--- src/rtl/mul_pkg.sv ---
// mul_pkg: shared state type and timing constants for the multiplier issue stage
package mul_pkg;
  typedef enum logic [1:0] {IDLE, CLEAR, START, WAIT} mul_issue_state_e;
  localparam int MUL_WDOG_SLACK = 2;
  function automatic int mul_cycles(input int width, input int subdiv_size);
    return (width / subdiv_size) * (width / subdiv_size);
  endfunction
endpackage

--- src/rtl/mul_issue_fifo.sv ---
// mul_issue_fifo: DEPTH x DW show-ahead FIFO with count, full, empty and simultaneous push/pop
// Ports: push/din write side, pop/dout read side (dout is the head), count/full/empty registered status.
module mul_issue_fifo #(
  parameter int DEPTH = 4,
  parameter int DW = 16
) (
  input  logic                     clk,
  input  logic                     rst,
  input  logic                     push,
  input  logic                     pop,
  input  logic [DW-1:0]            din,
  output logic [DW-1:0]            dout,
  output logic [$clog2(DEPTH):0]   count,
  output logic                     full,
  output logic                     empty
);
  localparam int AW = $clog2(DEPTH);
  logic [DW-1:0] mem [DEPTH];
  logic [AW-1:0] wr_ptr, rd_ptr;
  logic do_push, do_pop;
  assign do_pop = pop & ~empty;
  // a pop frees the slot a simultaneous push needs, even when full
  assign do_push = push & (~full | do_pop);
  // DEPTH is a power of two, so the count MSB alone marks full
  assign full = count[AW];
  assign empty = count == '0;
  assign dout = mem[rd_ptr];
  always_ff @(posedge clk or posedge rst)
    if (rst) begin
      wr_ptr <= '0;
      rd_ptr <= '0;
      count <= '0;
    end else begin
      wr_ptr <= wr_ptr + AW'(do_push);
      rd_ptr <= rd_ptr + AW'(do_pop);
      count <= count + (AW+1)'(do_push) - (AW+1)'(do_pop);
    end
  always_ff @(posedge clk)
    if (do_push) mem[wr_ptr] <= din;
endmodule

--- src/rtl/mul_issue_ctrl.sv ---
// mul_issue_ctrl: buffers operand pairs, clears/starts the sequential multiplier core and captures each product
// Ports: in_valid/in_ready/in_a/in_b operand stream; out_valid/out_ready/out_product result stream;
//        mul_a/mul_b/mul_start/mul_rst_n drive the core, mul_product/mul_done come back; err_timeout sticky watchdog.
// Optional: define MUL_ISSUE_TAG_EN to add in_tag/out_tag, carried alongside each op.
module mul_issue_ctrl
  import mul_pkg::*;
#(
  parameter int WIDTH = 8,
  parameter int SUBDIV_SIZE = 4,
  parameter int DEPTH = 4,
  parameter int TAG_W = 4
) (
  input  logic               clk,
  input  logic               rst,
  input  logic               in_valid,
  output logic               in_ready,
  input  logic [WIDTH-1:0]   in_a,
  input  logic [WIDTH-1:0]   in_b,
`ifdef MUL_ISSUE_TAG_EN
  input  logic [TAG_W-1:0]   in_tag,
  output logic [TAG_W-1:0]   out_tag,
`endif
  output logic               out_valid,
  input  logic               out_ready,
  output logic [2*WIDTH-1:0] out_product,
  output logic [WIDTH-1:0]   mul_a,
  output logic [WIDTH-1:0]   mul_b,
  output logic               mul_start,
  output logic               mul_rst_n,
  input  logic [2*WIDTH-1:0] mul_product,
  input  logic               mul_done,
  output logic               err_timeout
);
  localparam int N = mul_cycles(WIDTH, SUBDIV_SIZE);
  localparam int WD_LIM = N + MUL_WDOG_SLACK;
  localparam int CW = $clog2(WD_LIM + 1);
  localparam int CNT_W = $clog2(DEPTH) + 1;
`ifdef MUL_ISSUE_TAG_EN
  localparam int DW = 2*WIDTH + TAG_W;
  logic [TAG_W-1:0] op_tag;
`else
  localparam int DW = 2*WIDTH;
`endif
  if (WIDTH % SUBDIV_SIZE != 0 || TAG_W < 1 || DEPTH < 2 || (DEPTH & (DEPTH-1)) != 0) begin : g_bad_params
    $error("mul_issue_ctrl: illegal parameter combination");
  end
  logic [DW-1:0] fifo_din, fifo_dout;
  logic [CNT_W-1:0] fifo_count;
  logic fifo_full, fifo_empty, pop, load, timeout;
  logic [CW-1:0] wd_cnt;
  mul_issue_state_e state, state_nx;
`ifdef MUL_ISSUE_TAG_EN
  assign fifo_din = {in_tag, in_a, in_b};
`else
  assign fifo_din = {in_a, in_b};
`endif
  assign in_ready = ~fifo_full;
  mul_issue_fifo #(.DEPTH(DEPTH), .DW(DW)) u_fifo (
    .clk(clk),
    .rst(rst),
    .push(in_valid & in_ready),
    .pop(pop),
    .din(fifo_din),
    .dout(fifo_dout),
    .count(fifo_count),
    .full(fifo_full),
    .empty(fifo_empty)
  );
  assert property (@(posedge clk) disable iff (rst) fifo_count <= CNT_W'(DEPTH) && !(fifo_full && fifo_empty));
  always_comb begin
    state_nx = state;
    pop = 1'b0;
    load = 1'b0;
    timeout = 1'b0;
    case (state)
      IDLE: begin
        pop = ~fifo_empty;
        state_nx = fifo_empty ? IDLE : CLEAR;
      end
      CLEAR: state_nx = START;
      START: state_nx = WAIT;
      WAIT: begin
        // a full, undrained output register stalls here; the core holds done/product meanwhile
        load = mul_done & (~out_valid | out_ready);
        timeout = ~mul_done & (wd_cnt == CW'(WD_LIM - 1));
        state_nx = (load | timeout) ? IDLE : WAIT;
      end
      default: state_nx = IDLE;
    endcase
  end
  always_ff @(posedge clk or posedge rst)
    if (rst) begin
      state <= IDLE;
      mul_a <= '0;
      mul_b <= '0;
      wd_cnt <= '0;
      out_valid <= 1'b0;
      out_product <= '0;
      err_timeout <= 1'b0;
`ifdef MUL_ISSUE_TAG_EN
      op_tag <= '0;
      out_tag <= '0;
`endif
    end else begin
      state <= state_nx;
`ifdef MUL_ISSUE_TAG_EN
      if (pop) {op_tag, mul_a, mul_b} <= fifo_dout;
      if (load) out_tag <= op_tag;
`else
      if (pop) {mul_a, mul_b} <= fifo_dout;
`endif
      wd_cnt <= (state == WAIT && !mul_done) ? wd_cnt + 1'b1 : '0;
      out_valid <= load | (out_valid & ~out_ready);
      if (load) out_product <= mul_product;
      err_timeout <= err_timeout | timeout;
    end
  assign mul_start = state == START;
  // held low throughout reset so the core is cleared too, released in the first IDLE cycle
  assign mul_rst_n = ~rst & (state != CLEAR);
endmodule

--- config.mk ---
export PLATFORM = sky130hd
export DESIGN_NAME = mul_issue_ctrl
export DESIGN_NICKNAME = d
export VERILOG_FILES = /design/src/rtl/mul_pkg.sv /design/src/rtl/mul_issue_fifo.sv /design/src/rtl/mul_issue_ctrl.sv
export SDC_FILE = /design/constraint.sdc
export NUM_CORES = 1
export LEC_CHECK = 0
export ABC_CLOCK_PERIOD_IN_PS = 2970
export CAP_MARGIN = 5
export CORE_MARGIN = 8
export CORE_UTILIZATION = 52
export DETAILED_ROUTE_END_ITERATION = 16
export PLACE_DENSITY_LB_ADDON = 0.12
export SYNTH_ARGS = -nofsm -noshare
export SYNTH_HDL_FRONTEND = slang
export SYNTH_SLANG_ARGS = --single-unit
--- constraint.sdc ---
create_clock -name clk -period 2.97 [get_ports clk]
set_input_delay 0.297 -clock clk [delete_from_list [all_inputs] [get_ports clk]]
set_output_delay 0.297 -clock clk [all_outputs]
set_load 0.1 [all_outputs]
run_1/congestion_map.png
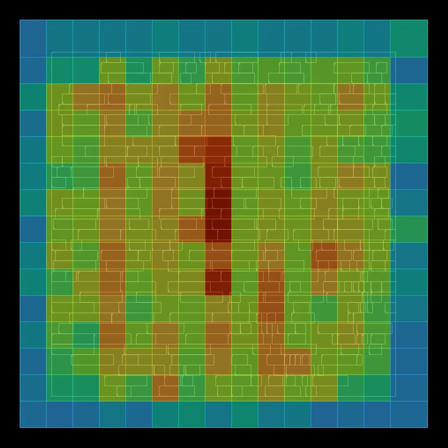
GRT Util Overall: 0.138
met3 Track Usage GR: 0.0381

run_1/util_map.png
The bar under the picture is 20 µm long. 11 x 11 tiles, from dark blue (low) to red (high), 0 to 100% covered.
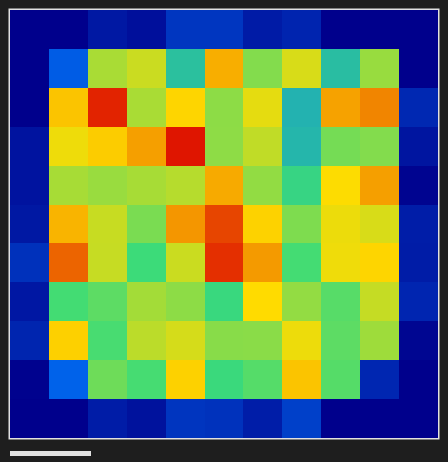
nearly empty tiles: 14%
fullest tile: 98%
mean over tiles: 45%
tiles over 75% full: 19%

run_1/sizing.png
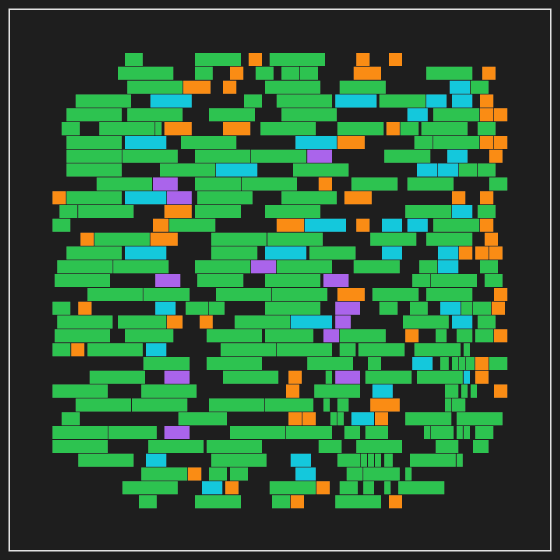
| colour | size | cells | share | most used |
|---|---|---|---|---|
| purple | x6 and larger | 12 | 4.0% | clkbuf_8 |
| cyan | x2 | 35 | 12% | mux2_2 |
| orange | x3 and x4 | 57 | 19% | buf_4 |
| green | x1 and smaller | 195 | 65% | edfxtp_1 |

-- run 1: kinds of logic after synthesis --
| group | after synthesis | synth area share |
|---|---|---|
| flip-flops | 110 | 0.724 |
| AND/OR/NAND/NOR | 20 | 0.0263 |
| multiplexers | 49 | 0.187 |
| AND-OR/OR-AND | 4 | 0.00590 |
| buffers and inverters | 16 | 0.0239 |
| XOR/XNOR | 5 | 0.0103 |
| adder cells (fa/ha/maj) | 7 | 0.0224 |
-- run 1: through the flow --
stage | cells
6_report | 404
5_1_grt | 404
4_1_cts | 404
3_5_place_dp | 388
3_3_place_gp | 388
2_1_floorplan | 211
==> flow_metrics.tcl, run 1 <==
# collected from the flow reports
set metrics [dict create \
    holdWs_ns 0.468 \
    ys_types 30 \
    min_path_type "register to register" \
    met2_usage 0.226 \
    seq_cells 110 \
    insertion_delay_ns 0.36 \
    fin_ws_ns 0.861 \
    seq_area_um2 3070 \
    synth.most_common_cell "edfxtp_1" \
    ioPinCount 74 \
    avgSynthCellArea_um2 20.1 \
    htree_levels 3 \
    clk_path_buf_depth 2 \
    top_area_cell "edfxtp_1" \
    routed-wl-met2_um 3620 \
    critPathArrivalTime_ns 2.39 \
    yosys_warnings 0 \
    drc 0 \
    first_pass_iters 4 \
    wl_met1_um 3220 \
    lay_top_cells "edfxtp_1, dfrtp_1, buf_4" \
    synth.area.top_cells "edfxtp_1, dfrtp_1, mux2_2" \
    nClkBuffers 11 \
    drv_slew 0 \
    cts_tree "done" \
    crit_end "u_fifo.count[2]$_DFF_PP0_" \
    seq_share 0.594 \
    grt_pass1_wl_um 12200 \
    place_ws_ns 0.843 \
    async_flop_share 0.418 \
    period_needed_ns 2.11 \
    die_h_um 106 \
    die_area_um2 11300 \
    netlist_top_cells_count "edfxtp_1, dfrtp_1, mux2_2, mux2_4, mux4_2" \
    cp_num_buf_inv 2 \
    worstPathCellList "nor3_1, nor3_4, ha_1, inv_1, ha_1, inv_1, fa_1, xnor2_1, xnor2_1" \
    regToRegEndpoint "u_fifo.count[2]$_DFF_PP0_" \
    start_kind "register" \
    warnings 27 \
    outcome "finished clean" \
    holdBufCountCts 0 \
    nNetsFinal 338 \
    avgViaCountPerCell 5.15 \
    post-cts-setup-buffers 0 \
    edf_count 64 \
    antenna_cells 0 \
    fmax_ghz 0.474 \
    ys_area_um2 4240 \
    crit_type "register to register" \
    root_buffer "clkbuf_8" \
    cpMaxStageDelayCell "dfrtp_1" \
    n_all_buffers 79 \
    final_area_um2 5180 \
    grt_overflow_total 0 \
    wl_per_cell_um 18.4 \
    r2r_cells 9 \
    core_area_um2 8050 \
    area_growth_pct 22.1 \
    crit_fanout 3 \
    cts_buffers 9 \
    cts.sinks 110 \
    inv_count 9 \
    fin_setup_tns_ns 0 \
    grtUsageMet1 0.171 \
]
==> run 1 -> run 2 <==
ABC_CLOCK_PERIOD_IN_PS = 2000   (was 2970)
clock period = 2 ns   (was 2.97 ns; I/O delays follow)
run_2/util_map.png
The bar under the picture is 20 µm long. 11 x 11 tiles, from dark blue (low) to red (high), 0 to 100% covered.
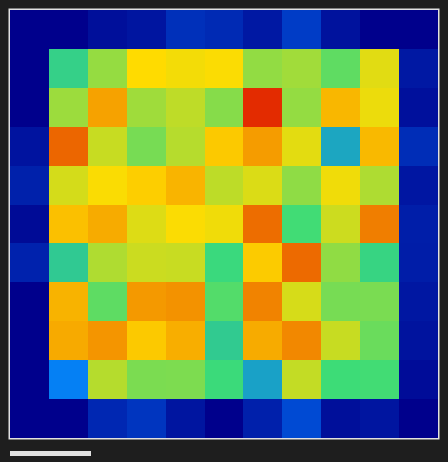
fullest tile: 95%
mean over tiles: 47%
tiles over 75% full: 22%
densest ninth of the die: middle

run_2/sizing.png
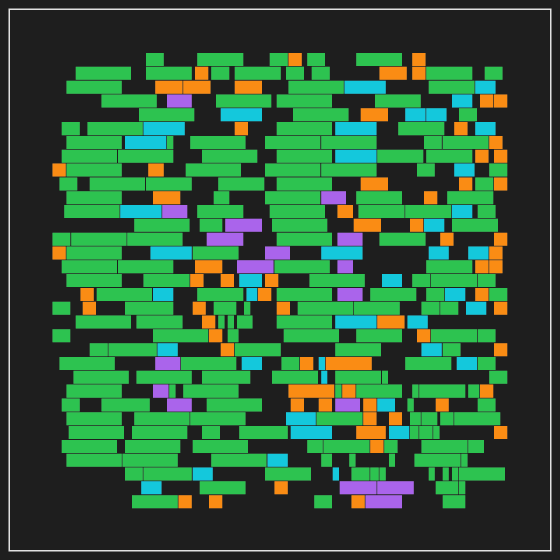
| colour | size | cells | share | most used |
|---|---|---|---|---|
| purple | x6 and larger | 17 | 5.4% | clkbuf_8 |
| green | x1 and smaller | 188 | 60% | edfxtp_1 |
| orange | x3 and x4 | 67 | 21% | buf_4 |
| cyan | x2 | 41 | 13% | mux2_2 |

run_2/class_map.png
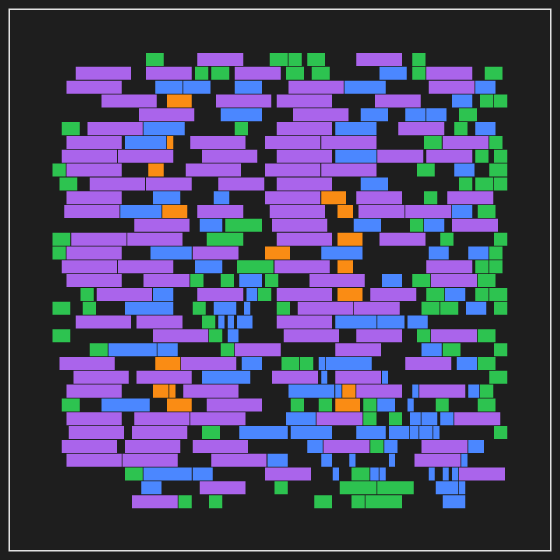
| colour | class | cells | share of their area |
|---|---|---|---|
| purple | registers | 110 | 58% |
| orange | clock drivers and dummy loads | 16 | 3.3% |
| green | remaining buffers and delay cells | 93 | 16% |
| blue | remaining logic cells | 94 | 22% |

==> run 2 against run 1 <==
Against the previous run:
- final area rose by 4.1%
- worst hold slack got worse by 0.26 ns
- worst setup slack got worse by 0.75 ns
- register-to-register slack got worse by 0.75 ns
- critical path type unchanged
- critical endpoint unchanged
==> flow_metrics.tcl, run 2 <==
# collected from the flow reports
set metrics [dict create \
    async_flop_share 0.418 \
    insertion_delay_ns 0.36 \
    lay_top_cells "edfxtp_1, buf_4, dfrtp_1" \
    met2_usage 0.225 \
    nClkBuffers 11 \
    ioPinCount 74 \
    avgSynthCellArea_um2 20.1 \
    yosys_warnings 0 \
    fmax_ghz 0.528 \
    avgViaCountPerCell 5.08 \
    outcome "finished clean" \
    htree_levels 3 \
    ys_sh_adder 0.0224 \
    start_kind "register" \
    seq_area_um2 3070 \
    antenna_cells 0 \
    crit_end "u_fifo.count[2]$_DFF_PP0_" \
    min_path_type "primary input to asynchronous set/reset pin" \
    netlist_top_cells_count "edfxtp_1, dfrtp_1, mux2_2, mux2_4, mux4_2" \
    final_cells 418 \
    cts_tree "done" \
    fin_ws_ns 0.107 \
    area_growth_pct 27.1 \
    first_pass_iters 4 \
    ys_sh_xor 0.0103 \
    n_all_buffers 93 \
    place_ws_ns 0.0279 \
    edf_count 64 \
    final_area_um2 5390 \
    wl_per_cell_um 17.5 \
    critPathArrivalTime_ns 2.15 \
    grt_pass1_wl_um 11900 \
    dp_cells 402 \
    cts_buffers 9 \
    grtUsageMet1 0.164 \
    post-cts-setup-buffers 0 \
    ys_area_um2 4240 \
]
## run 2: critical path, cell delays in order (launching register included)
cell     delay (ns)
dfrtp_1        0.40
nor3_2         0.25
nor3_4         0.07
ha_4           0.23
inv_2          0.06
ha_4           0.12
inv_2          0.04
fa_2           0.36
xnor2_2        0.15
xnor2_1        0.12
## run 2: metal layers
| layer | vias to the layer above | part of all wire |
|---|---|---|
| met5 | - | 0 |
| met1 | 1067 | 0.44 |
| li1 | 991 | - |
| met3 | 8 | 0.069 |
| met2 | 59 | 0.48 |
| met4 | 0 | 0.013 |
